$ cat config.mk
export PLATFORM = sky130hd
export DESIGN_NAME = manch_frame_ctrl
export DESIGN_NICKNAME = d
export VERILOG_FILES = /design/src/rtl/manch_frame_ctrl.sv
export SDC_FILE = /design/constraint.sdc
export NUM_CORES = 1
export LEC_CHECK = 0
export CORE_UTILIZATION = 37
export DETAILED_ROUTE_END_ITERATION = 7
export GPL_ROUTABILITY_DRIVEN = 0
export PLACE_DENSITY = 0.55
export SLEW_MARGIN = 20
export SYNTH_ARGS = -nofsm -noshare
export SYNTH_HDL_FRONTEND = slang
export SYNTH_SLANG_ARGS = --single-unit
$ cat constraint.sdc
create_clock -name clk -period 3.5 [get_ports clk]
set_input_delay 0.7 -clock clk [delete_from_list [all_inputs] [get_ports clk]]
set_output_delay 0.7 -clock clk [all_outputs]
set_load 0.01 [all_outputs]
$ cat src/rtl/manch_frame_ctrl.sv
`default_nettype none
// ============================================================================
// Module      : manch_frame_ctrl
// Description : Frame sequencer behind the Manchester decoder. Hunts for a
//               sync byte in the decoded bit stream, then walks the length,
//               payload and checksum fields, queues payload bytes in a small
//               output FIFO and reports per-frame status.
// Revision    : 1.0 - initial release
// ============================================================================
module manch_frame_ctrl #(
  parameter int         CLK_FREQ     = 18_750_000,
  parameter int         BAUDRATE     = 115200*2,
  parameter int         TIMEOUT_BITS = 4,
  parameter logic [7:0] SYNC_WORD    = 8'hD5,
  parameter int         MAX_LEN      = 16,
  parameter int         FIFO_DEPTH   = 4
) (
  input  logic       clk,
  input  logic       rst_n,
  input  logic       enable,
  input  logic       bit_valid,
  input  logic       bit_data,
  output logic [7:0] out_data,
  output logic       out_valid,
  input  logic       out_ready,
  output logic       frame_done,
  output logic [2:0] frame_err,
  output logic       busy
);

  localparam int BIT_CLKS     = 2 * (CLK_FREQ / BAUDRATE);
  localparam int TIMEOUT_CLKS = TIMEOUT_BITS * BIT_CLKS;
  localparam int TW           = $clog2(TIMEOUT_CLKS + 1);
  localparam int AW           = $clog2(FIFO_DEPTH);
  localparam int CW           = AW + 1;
  localparam int RW           = $clog2(MAX_LEN + 1);

  localparam logic [TW-1:0] TMO_LAST  = TW'(TIMEOUT_CLKS - 1);
  localparam logic [7:0]    MAX_LEN_B = 8'(MAX_LEN);
  localparam logic [CW-1:0] FIFO_FULL = CW'(FIFO_DEPTH);

  localparam logic [2:0] ERR_OK   = 3'd0;
  localparam logic [2:0] ERR_TMO  = 3'd1;
  localparam logic [2:0] ERR_LEN  = 3'd2;
  localparam logic [2:0] ERR_CSUM = 3'd3;
  localparam logic [2:0] ERR_OVF  = 3'd4;

  typedef enum logic [1:0] {S_HUNT, S_LEN, S_PAYLOAD, S_CSUM} state_t;

  state_t          state_q,  state_d;
  // Only the seven previous bits are kept; the live bit completes each byte.
  logic [6:0]      hist_q,   hist_d;
  logic [2:0]      bitcnt_q, bitcnt_d;
  logic [7:0]      csum_q,   csum_d;
  logic [RW-1:0]   rem_q,    rem_d;
  logic            ovf_q,    ovf_d;
  logic [TW-1:0]   tmo_q,    tmo_d;
  logic            done_q,   done_d;
  logic [2:0]      err_q,    err_d;

  logic [7:0]      mem_q [FIFO_DEPTH];
  logic [AW-1:0]   wr_ptr_q, rd_ptr_q;
  logic [CW-1:0]   cnt_q;

  logic            w_bit, w_byte_done, w_pop, w_push, w_push_req;
  logic [7:0]      w_byte;

  assign w_bit       = enable & bit_valid;
  assign w_byte      = {hist_q, bit_data};
  assign w_byte_done = w_bit & (bitcnt_q == 3'd7);
  assign w_pop       = (cnt_q != '0) & out_ready;
  // A full FIFO still accepts a byte when a pop frees a slot in the same cycle.
  assign w_push      = w_push_req & ((cnt_q != FIFO_FULL) | w_pop);

  assign out_data   = mem_q[rd_ptr_q];
  assign out_valid  = (cnt_q != '0);
  assign frame_done = done_q;
  assign frame_err  = err_q;
  assign busy       = (state_q != S_HUNT);

  // Next-state logic: field sequencing, checksum, timeout and abort handling.
  always_comb begin
    state_d    = state_q;
    hist_d     = hist_q;
    bitcnt_d   = bitcnt_q;
    csum_d     = csum_q;
    rem_d      = rem_q;
    ovf_d      = ovf_q;
    tmo_d      = tmo_q + TW'(1);
    done_d     = 1'b0;
    err_d      = err_q;
    w_push_req = 1'b0;

    if (w_bit) begin
      hist_d   = w_byte[6:0];
      bitcnt_d = bitcnt_q + 3'd1;
      tmo_d    = '0;
    end

    if (!enable) begin
      if (state_q != S_HUNT) begin
        done_d = 1'b1;
        err_d  = ERR_TMO;
      end
      state_d  = S_HUNT;
      bitcnt_d = '0;
      ovf_d    = 1'b0;
    end else begin
      unique case (state_q)
        S_HUNT: begin
          if (w_bit && (w_byte == SYNC_WORD)) begin
            state_d  = S_LEN;
            bitcnt_d = '0;
            csum_d   = '0;
          end
        end
        S_LEN: begin
          if (w_byte_done) begin
            bitcnt_d = '0;
            if ((w_byte == 8'd0) || (w_byte > MAX_LEN_B)) begin
              done_d  = 1'b1;
              err_d   = ERR_LEN;
              state_d = S_HUNT;
            end else begin
              csum_d  = w_byte;
              rem_d   = RW'(w_byte);
              state_d = S_PAYLOAD;
            end
          end
        end
        S_PAYLOAD: begin
          if (w_byte_done) begin
            csum_d     = csum_q + w_byte;
            rem_d      = rem_q - RW'(1);
            w_push_req = 1'b1;
            if ((cnt_q == FIFO_FULL) && !w_pop) ovf_d = 1'b1;
            if (rem_q == RW'(1)) begin
              state_d  = S_CSUM;
              bitcnt_d = '0;
            end
          end
        end
        S_CSUM: begin
          if (w_byte_done) begin
            done_d   = 1'b1;
            err_d    = ovf_q ? ERR_OVF : ((w_byte != csum_q) ? ERR_CSUM : ERR_OK);
            state_d  = S_HUNT;
            bitcnt_d = '0;
            ovf_d    = 1'b0;
          end
        end
        default: state_d = S_HUNT;
      endcase

      // Silence abort; a bit arriving on the limit cycle keeps the frame alive.
      if ((state_q != S_HUNT) && !w_bit && (tmo_q == TMO_LAST)) begin
        done_d   = 1'b1;
        err_d    = ERR_TMO;
        state_d  = S_HUNT;
        bitcnt_d = '0;
        ovf_d    = 1'b0;
      end
    end

    if (state_d == S_HUNT) tmo_d = '0;
  end

  // Sequencer state register.
  always_ff @(posedge clk or negedge rst_n) begin
    if (!rst_n) begin
      state_q  <= S_HUNT;
      hist_q   <= '0;
      bitcnt_q <= '0;
      csum_q   <= '0;
      rem_q    <= '0;
      ovf_q    <= 1'b0;
      tmo_q    <= '0;
      done_q   <= 1'b0;
      err_q    <= ERR_OK;
    end else begin
      state_q  <= state_d;
      hist_q   <= hist_d;
      bitcnt_q <= bitcnt_d;
      csum_q   <= csum_d;
      rem_q    <= rem_d;
      ovf_q    <= ovf_d;
      tmo_q    <= tmo_d;
      done_q   <= done_d;
      err_q    <= err_d;
    end
  end

  // Output FIFO storage, pointers and occupancy.
  always_ff @(posedge clk or negedge rst_n) begin
    if (!rst_n) begin
      for (int i = 0; i < FIFO_DEPTH; i++) mem_q[i] <= '0;
      wr_ptr_q <= '0;
      rd_ptr_q <= '0;
      cnt_q    <= '0;
    end else begin
      if (w_push) begin
        mem_q[wr_ptr_q] <= w_byte;
        wr_ptr_q        <= wr_ptr_q + AW'(1);
      end
      if (w_pop) rd_ptr_q <= rd_ptr_q + AW'(1);
      case ({w_push, w_pop})
        2'b10:   cnt_q <= cnt_q + CW'(1);
        2'b01:   cnt_q <= cnt_q - CW'(1);
        default: cnt_q <= cnt_q;
      endcase
    end
  end

endmodule
`default_nettype wire

Fig. 1: run 1, placement view
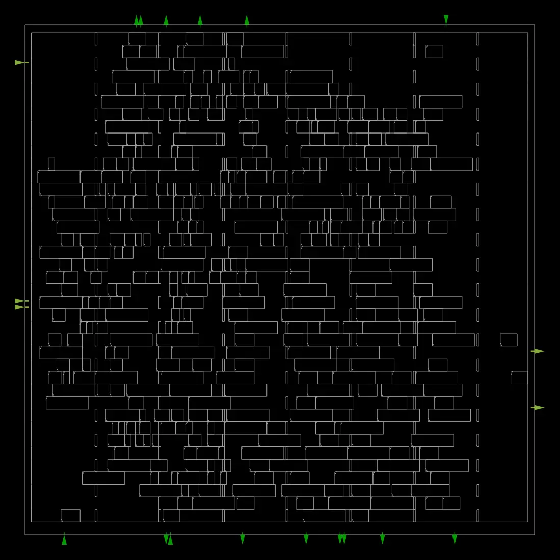
core box area: 0.0114 sq mm
final core utilization: 43.9%
FF+latch count: 79
tap cells: 143
Row Count: 39

Fig. 2: run 1, logic cells by family
The bar under the picture is 20 microns long.
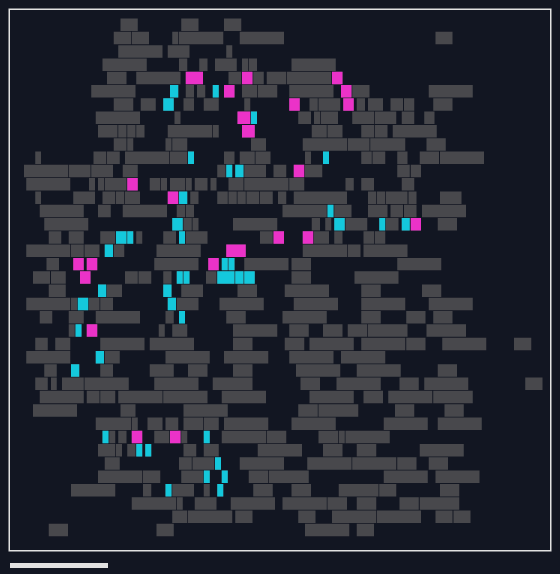
legend:
  magenta:
    family: and/or cells
    cells: 23
    most_used: and3_1
  cyan:
    family: nand cells
    cells: 42
    most_used: nand2_1
Non-Filler Instances: 552
multi-input combinational area share: 44.3%
Top cell excl fill/tap: dfrtp_1

==> GITHUB_STEP_SUMMARY, run 1 <==
### Metrics collected by this job

| Metric | Value |
|---|---|
| Status | complete, no violations |
| Post-DRT Antenna Nets | 0 |
| Synth Seq Share | 45.4% |
| WL final | 9.34 mm |
| Yosys synthesis chip area | 0.00435 sq mm |
| DP Area | 0.00470 sq mm |
| Slowest library cell on the worst path | clkdlybuf4s50_1 |
| Crit-path cells | clkdlybuf4s50_1, nand3_2, or4_4, a211oi_2, and2_1, mux2_1 |
| Routed met1 length | 4.53 mm |
| Cts bufs inserted | 9 |
| Critical Path RT | 3710 ps |
| Chip area | 0.0122 sq mm |
| CP Max Fanout | 8 |
| Die X | 110 microns |
| CP Capture Type | flop |
| Minimum hold slack | 408 ps |
| Die H | 110 microns |
| CP arrival | 3070 ps |
| Startpoint Class | primary input |
| Worst hold path class | primary input to asynchronous set/reset pin |
| Top cells by area | dfrtp_1 45%, mux2_2 11%, ha_1 5.7% |
| GR Overflow Total | 0 |
| Number of DRC markers in iteration 0 | 222 |
Fig. 3: run 1, placement density heat map
11 x 11 tiles, from black (low) to pale yellow (high), 0 to 100% covered.
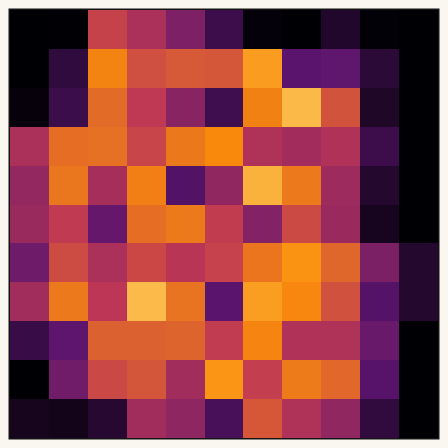
fullest tile: 85%
emptiest ninth of the die: upper right
mean over tiles: 40%
tiles over 75% full: 5.8%
nearly empty tiles: 14%
FP Core Util: 38.1%

## run 1: state kept, by name, summed over array words and instances, names as in the netlist
| signal | flops |
|---|---|
| mem_q | 32 |
| tmo_q | 10 |
| csum_q | 8 |
| hist_q | 7 |
| rem_q | 5 |
| bitcnt_q | 3 |
| cnt_q | 3 |
| frame_err | 3 |
| rd_ptr_q | 2 |
| state_q | 2 |
| wr_ptr_q | 2 |
| frame_done | 1 |
| ovf_q | 1 |
## run 1: metal layers
| layer | GRT usage, % | vias up |
|---|---|---|
| met4 | 4.71 | 0 |
| met2 | 25.5 | 43 |
| met3 | 3.02 | 7 |
| met1 | 23.7 | 1513 |
| met5 | 0 | - |
| li1 | - | 1458 |
## run 1: power by group through the flow
| stage | registers (mW) | logic, mW | clock network [mW] |
|---|---|---|---|
| after floorplan | 1.03 | 0.403 | 0 |
| after global routing | 1.19 | 0.443 | 1.02 |
| after detailed placement | 1.19 | 0.397 | 0 |
| final | 1.16 | 0.397 | 0.961 |
| after global placement | 1.18 | 0.391 | 0 |
| after CTS | 1.17 | 0.400 | 0.986 |
## run 1: through the flow
step	setup slack (ps)	util, %
2_1_floorplan	969	-
3_3_place_gp	364	41.2
3_5_place_dp	324	41.2
4_1_cts	587	43.8
5_1_grt	512	43.9
6_report	648	43.9
## run 1: placed cells by master, fill, tap and decap left out, types with 11 or more instances in the layout
cell type	n
a211oi_1	12
nor2_1	13
mux2_2	41
nand3_1	11
dfrtp_1	79
nand2_1	24
clkdlybuf4s50_1	18
a21oi_1	13
inv_1	17
ha_1	20
## run 1: worst min-delay path by stage
stage	end	slack (ps)	depth (start not counted)
5_1_grt	cnt_q[1]	470	1
4_1_cts	tmo_q[0]	470	1
2_1_floorplan	bitcnt_q[0]	400	0
3_3_place_gp	tmo_q[0]	450	1
3_5_place_dp	tmo_q[0]	460	1
6_report	cnt_q[1]	410	1
## run 1: cell type report
cell class	instances	area (sq um)	area share (%)
Clock buffer	11	243	4.85
Clock inverter	5	63.8	1.27
Inverter	17	63.8	1.27
Multi-Input combinational cell	268	2220	44.3
Sequential cell	79	1980	39.5
Tap cell	143	179	3.57
Timing Repair Buffer	29	267	5.32
## run 1: cell families (layout without fill, tap and decap cells)
| kind of cell | count (synthesis) | in the layout | share of synthesized area (%) |
|---|---|---|---|
| compound gates | 72 | 72 | 11.6 |
| xor+xnor | 18 | 18 | 3.62 |
| fa+ha+maj | 22 | 22 | 6.67 |
| buf+inv | 38 | 62 | 3.65 |
| flops | 79 | 79 | 45.4 |
| mux | 57 | 57 | 16.7 |
| simple gates | 99 | 99 | 12.3 |
## run 1: worst register-to-register path, stage by stage, from the launching register on
cell,delay [ps]
dfrtp_1,630
nand3_1,180
or4_4,560
a211oi_2,270
and2_1,420
mux2_1,370
Fig. 4: run 1, M3 wires
The bar under the picture is 20 microns long.
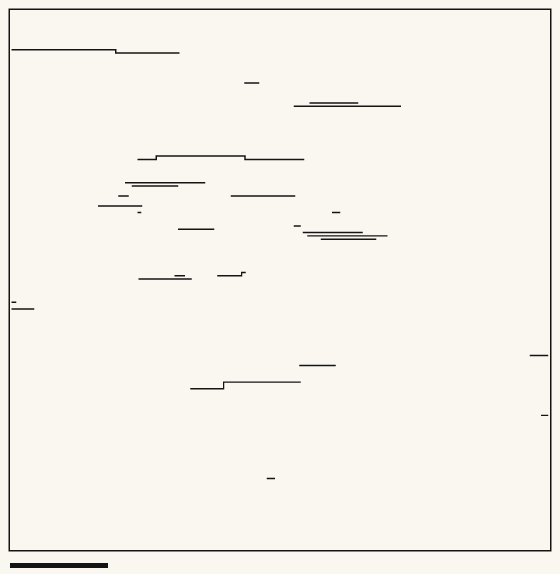

--- run 2 (diff from run 1) ---
==> constraint.sdc (replaced) <==
create_clock -name clk -period 2.95 [get_ports clk]
set_input_delay 0.59 -clock clk [delete_from_list [all_inputs] [get_ports clk]]
set_output_delay 0.59 -clock clk [all_outputs]
set_load 0.01 [all_outputs]
Fig. 5: run 2, M3 wires
The bar under the picture is 20 microns long.
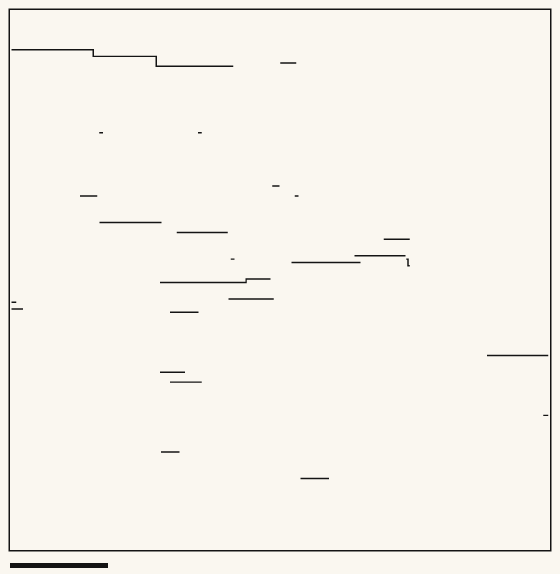
share of all routed wire: 1.9%
main direction: horizontal
nets with wire on the layer: 15
longest straight run: 17.5 microns
wire length on this layer: 183 microns

Fig. 6: run 2, I/O nets highlighted
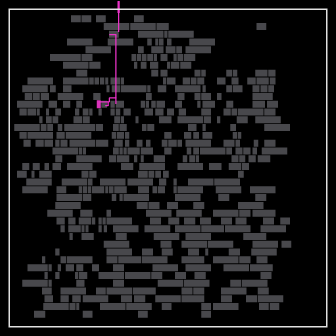
legend:
  magenta:
    port: busy
    direction: output
    end_cells: 1
    buffers: 1
    wire: 43.2 microns

==> GITHUB_STEP_SUMMARY, run 2 <==
### Metrics collected by this job

| Metric | Value |
|---|---|
| Post-synth ARST share | 100% (unchanged) |
| Synth Seq Share | 45.4% (unchanged) |
| WL final | 9.55 mm (was 9.34 mm) |
| Status | complete, no violations (unchanged) |
| Crit-path cells | mux4_2, clkdlybuf4s50_1 (was clkdlybuf4s50_1, nand3_2, or4_4, a211oi_2, and2_1, mux2_1) |
| DP Area | 0.00475 sq mm (was 0.00470 sq mm) |
| Least-Margin Pin Slew | 726 ps (was 744 ps) |
| Max FFs per register | 32 (unchanged) |
| Fin worst setup slack | 235 ps (was 648 ps) |
| Top cell area share | 45.4% (unchanged) |
| Drt drc | 0 (unchanged) |
| Largest Register | mem_q (unchanged) |
| Slowest library cell on the worst path | dfrtp_1 (was clkdlybuf4s50_1) |
| Yosys cell count | 385 (unchanged) |
| FP Core Util | 38.1% (unchanged) |
| Worst slack, placed | 30.1 ps (was 324 ps) |
| Non-Filler Instances | 558 (was 552) |
| Row Count | 39 (unchanged) |
| Core box area | 0.0114 sq mm (unchanged) |
| Worst hold path class | primary input to asynchronous set/reset pin (unchanged) |
| Post-DRT Antenna Nets | 0 (unchanged) |
| CP Max Fanout | 9 (was 8) |
| Top cell excl fill/tap | dfrtp_1 (unchanged) |
| Die X | 110 microns (unchanged) |
| Cts bufs inserted | 9 (unchanged) |
| Critical Path RT | 2360 ps (was 3710 ps) |
| Critical path buffer and inverter count | 1 (unchanged) |
| Startpoint Class | flop (was primary input) |
| Biggest regs | mem_q (32), tmo_q (10), csum_q (8) (unchanged) |
| Top Family by Delay on Critical Path | flip-flops (was simple AND/OR/NAND/NOR gates) |
| Max Cap Viol | 0 (unchanged) |
| Yosys synthesis chip area | 0.00435 sq mm (unchanged) |
| CP Capture Type | output pin (was flop) |
| Total track usage | 16.9% (was 16.5%) |
| Total power | 3.06 mW (was 2.52 mW) |
| Clock Path Buffers | 2 (unchanged) |
| Avg Synthesized Cell Area | 11.3 sq um (unchanged) |
| Top cells by area | dfrtp_1 45%, mux2_2 11%, ha_1 5.7% (unchanged) |
| TritonCTS clock tree | built (unchanged) |
| Die H | 110 microns (unchanged) |
| CP arrival | 2120 ps (was 3070 ps) |
| Number of DRC markers in iteration 0 | 165 (was 222) |
| Cell with the most instances after synthesis | dfrtp_1 (unchanged) |
| Reg-to-Reg End | tmo_q[6] (was csum_q[0]) |
| Chip area | 0.0122 sq mm (unchanged) |
| Top cells excl fill/tap | 79 x dfrtp_1, 41 x mux2_2, 24 x nand2_1, 20 x ha_1, 18 x clkdlybuf4s50_1 (unchanged) |
| GR Overflow Total | 0 (unchanged) |
-- run 2: cell types whose count changed in the layout (fill, tap and decap cells not counted) --
| cell | previous run | this run |
|---|---|---|
| bufinv_16 | 1 | 2 |
| clkinv_2 | 0 | 1 |
| inv_6 | 3 | 1 |
| clkbuf_8 | 1 | 0 |
| buf_4 | 10 | 17 |
-- run 2: worst max path at each step --
stage	from	to	slack [ps]	cells after the start
4_1_cts	rd_ptr_q[0]	out_data[6]	180	2
2_1_floorplan	enable	csum_q[0]	530	7
5_1_grt	rd_ptr_q[0]	out_data[0]	100	2
3_3_place_gp	bit_data	csum_q[5]	70	6
6_report	rd_ptr_q[0]	out_data[6]	240	2
3_5_place_dp	bit_data	csum_q[2]	30	6
-- run 2: where the power goes --
| group | switching [mW] | internal [mW] | total (mW) |
|---|---|---|---|
| clock | 0.444 | 0.738 | 1.18 |
| combinational | 0.258 | 0.264 | 0.522 |
| sequential | 0.195 | 1.16 | 1.36 |
| total | 0.897 | 2.16 | 3.06 |
-- run 2: worst register-to-register path: cells and delay by family, from the launching register on --
family                     cells  cell delay, ps
AOI/OAI and AO/OA              2             400
adders and majority gates      1             370
buffers and inverters          2             340
DFF                            1             400
and+or+nand+nor                3             730
-- run 2: kinds of logic after synthesis --
group	synth area share, %
muxes	16.7
adders and majority gates	6.67
buffers and inverters	3.65
xor gates and xnor gates	3.62
AOI/OAI and AO/OA	11.6
and+or+nand+nor	12.3
DFF	45.4
-- run 2: routing by layer --
metal | track usage, % | vias up | wire, microns
met5 | 0 | - | 0
met4 | 8.44 | 0 | 206
met3 | 2.47 | 15 | 182
met2 | 26.3 | 32 | 4570
met1 | 23.0 | 1566 | 4590
li1 | - | 1468 | -
-- run 2: cell type report --
class | instances | area [sq um] | area share (%)
clock buffer | 10 | 229 | 4.52
clock inverter | 5 | 81.3 | 1.61
inverter | 17 | 63.8 | 1.26
multi-input combinational | 268 | 2220 | 43.8
sequential | 79 | 1980 | 39.0
tap | 143 | 179 | 3.53
timing repair buffer | 36 | 319 | 6.30
-- run 2: through the flow --
stage | utilization (%) | hold WS (ps)
2_1_floorplan | - | 294
3_3_place_gp | 41.6 | 459
3_5_place_dp | 41.6 | 458
4_1_cts | 44.3 | 457
5_1_grt | 44.4 | 339
6_report | 44.4 | 285
--- run 3 (diff from run 2) ---
--- a/config.mk
+++ b/config.mk
@@ -13,3 +13,4 @@
 export SYNTH_ARGS = -nofsm -noshare
 export SYNTH_HDL_FRONTEND = slang
 export SYNTH_SLANG_ARGS = --single-unit
+export TNS_END_PERCENT = 1
Fig. 7: run 3, placement view
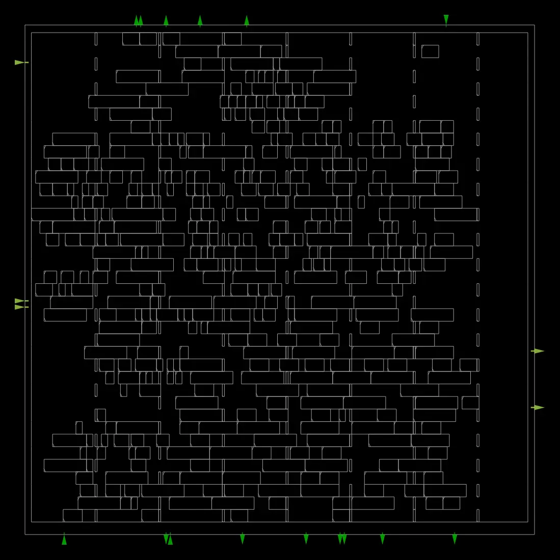
fillcell total: 1,098
Non-Filler Instances: 558
flop share of the area: 39.0%

Fig. 8: run 3, logic cells by family
The bar under the picture is 20 microns long.
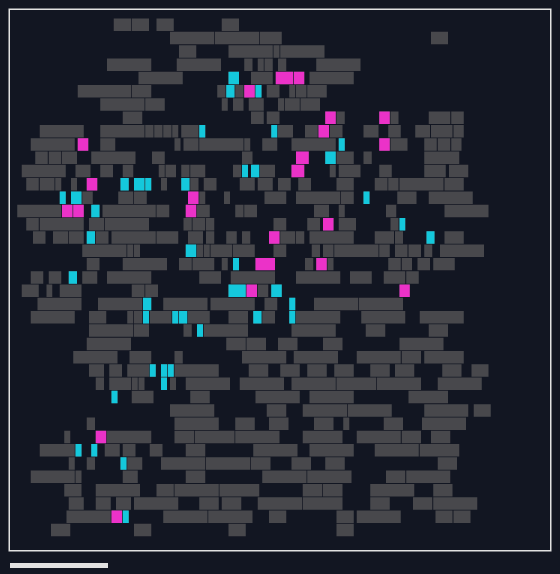
legend:
  magenta:
    family: and/or cells
    cells: 23
    most_used: and3_1
  cyan:
    family: nand cells
    cells: 42
    most_used: nand2_1
multi-input combinational area share: 43.8%

==> GITHUB_STEP_SUMMARY, run 3 <==
### Metrics collected by this job

| Metric | Value |
|---|---|
| Status | complete, no violations (unchanged) |
| Post-synth ARST share | 100% (unchanged) |
| Top cells excl fill/tap | 79 x dfrtp_1, 41 x mux2_2, 24 x nand2_1, 20 x ha_1, 18 x clkdlybuf4s50_1 (unchanged) |
| Top cells by area | dfrtp_1 45%, mux2_2 11%, ha_1 5.7% (unchanged) |
| Adder share | 6.67% (unchanged) |
| Drt drc | 0 (unchanged) |
| Core box area | 0.0114 sq mm (unchanged) |
| Largest Register | mem_q (unchanged) |
| WL final | 9.55 mm (unchanged) |
| Startpoint Class | flop (unchanged) |
| TritonCTS clock tree | built (unchanged) |
| Avg Synthesized Cell Area | 11.3 sq um (unchanged) |
| FP Core Util | 38.1% (unchanged) |
| Yosys synthesis chip area | 0.00435 sq mm (unchanged) |
| Synth Seq Share | 45.4% (unchanged) |
| Simple share | 12.3% (unchanged) |
| Cell with the most instances after synthesis | dfrtp_1 (unchanged) |
| Max Cap Viol | 0 (unchanged) |
| Least-Margin Pin Slew | 726 ps (unchanged) |
| Max FFs per register | 32 (unchanged) |
| Top cell excl fill/tap | dfrtp_1 (unchanged) |
| CP arrival | 2120 ps (about the same) |
| AO/OA Area Share | 11.6% (unchanged) |
| CP Max Fanout | 9 (unchanged) |
| Xor/xnor share | 3.62% (unchanged) |
| Biggest regs | mem_q (32), tmo_q (10), csum_q (8) (unchanged) |
run 3: where the power goes:
group | total (mW) | leakage [nW] | switching [mW] | internal [mW]
combinational | 0.522 | 1.11 | 0.258 | 0.264
sequential | 1.36 | 1.04 | 0.195 | 1.16
clock | 1.18 | 0.149 | 0.444 | 0.738
run 3: area by class of cell:
cell class / instances / area (sq um) / share of cell area [%]
Clock inverter: 5 / 81.3 / 1.61
Tap cell: 143 / 179 / 3.53
Timing Repair Buffer: 36 / 319 / 6.30
Inverter: 17 / 63.8 / 1.26
Sequential cell: 79 / 1980 / 39.0
Multi-Input combinational cell: 268 / 2220 / 43.8
Clock buffer: 10 / 229 / 4.52
run 3: cell families (layout without fill, tap and decap cells):
logic type / count (synthesis) / after routing
AND-OR/OR-AND: 72 / 72
XOR/XNOR: 18 / 18
adder cells (fa/ha/maj): 22 / 22
buffers and inverters: 38 / 68
flip-flops: 79 / 79
multiplexers: 57 / 57
AND/OR/NAND/NOR: 99 / 99
run 3: final timing paths:
| path | slack, ps | end | depth (start not counted) |
|---|---|---|---|
| min | 290 | cnt_q[0] | 1 |
| max in group asynchronous | 2170 | rem_q[2] | 1 |
| max reg2reg | 570 | tmo_q[6] | 8 |
| max | 240 | out_data[6] | 2 |
| min in group clk | 460 | tmo_q[0] | 1 |
| min reg2reg | 460 | tmo_q[0] | 1 |
run 3: per-layer routing:
metal	wire length (microns)	up-vias	share of wire [%]	global-route usage, %
li1	-	1468	-	-
met1	4590	1566	48	23.0
met2	4570	32	48	26.3
met3	182	15	1.9	2.47
met4	206	0	2.2	8.44
met5	0	-	0	0
run 3: metrics by stage:
stage	instances	cell area, sq um	setup slack (ps)	utilization, %	hold WS, ps
finish	558	5070	235	44.4	285
global route	558	5070	101	44.4	339
CTS	558	5060	175	44.3	457
detailed placement	543	4750	30.1	41.6	458
global placement	543	4750	68.2	41.6	459
floorplan	385	4350	529	-	294
run 3: critical path, cell delays in order, from the launching register on:
cell and delay, ps:
dfrtp_1 690, mux4_2 590, clkdlybuf4s50_1 500
No activity file was given, so power comes from the tool's default toggle rates.
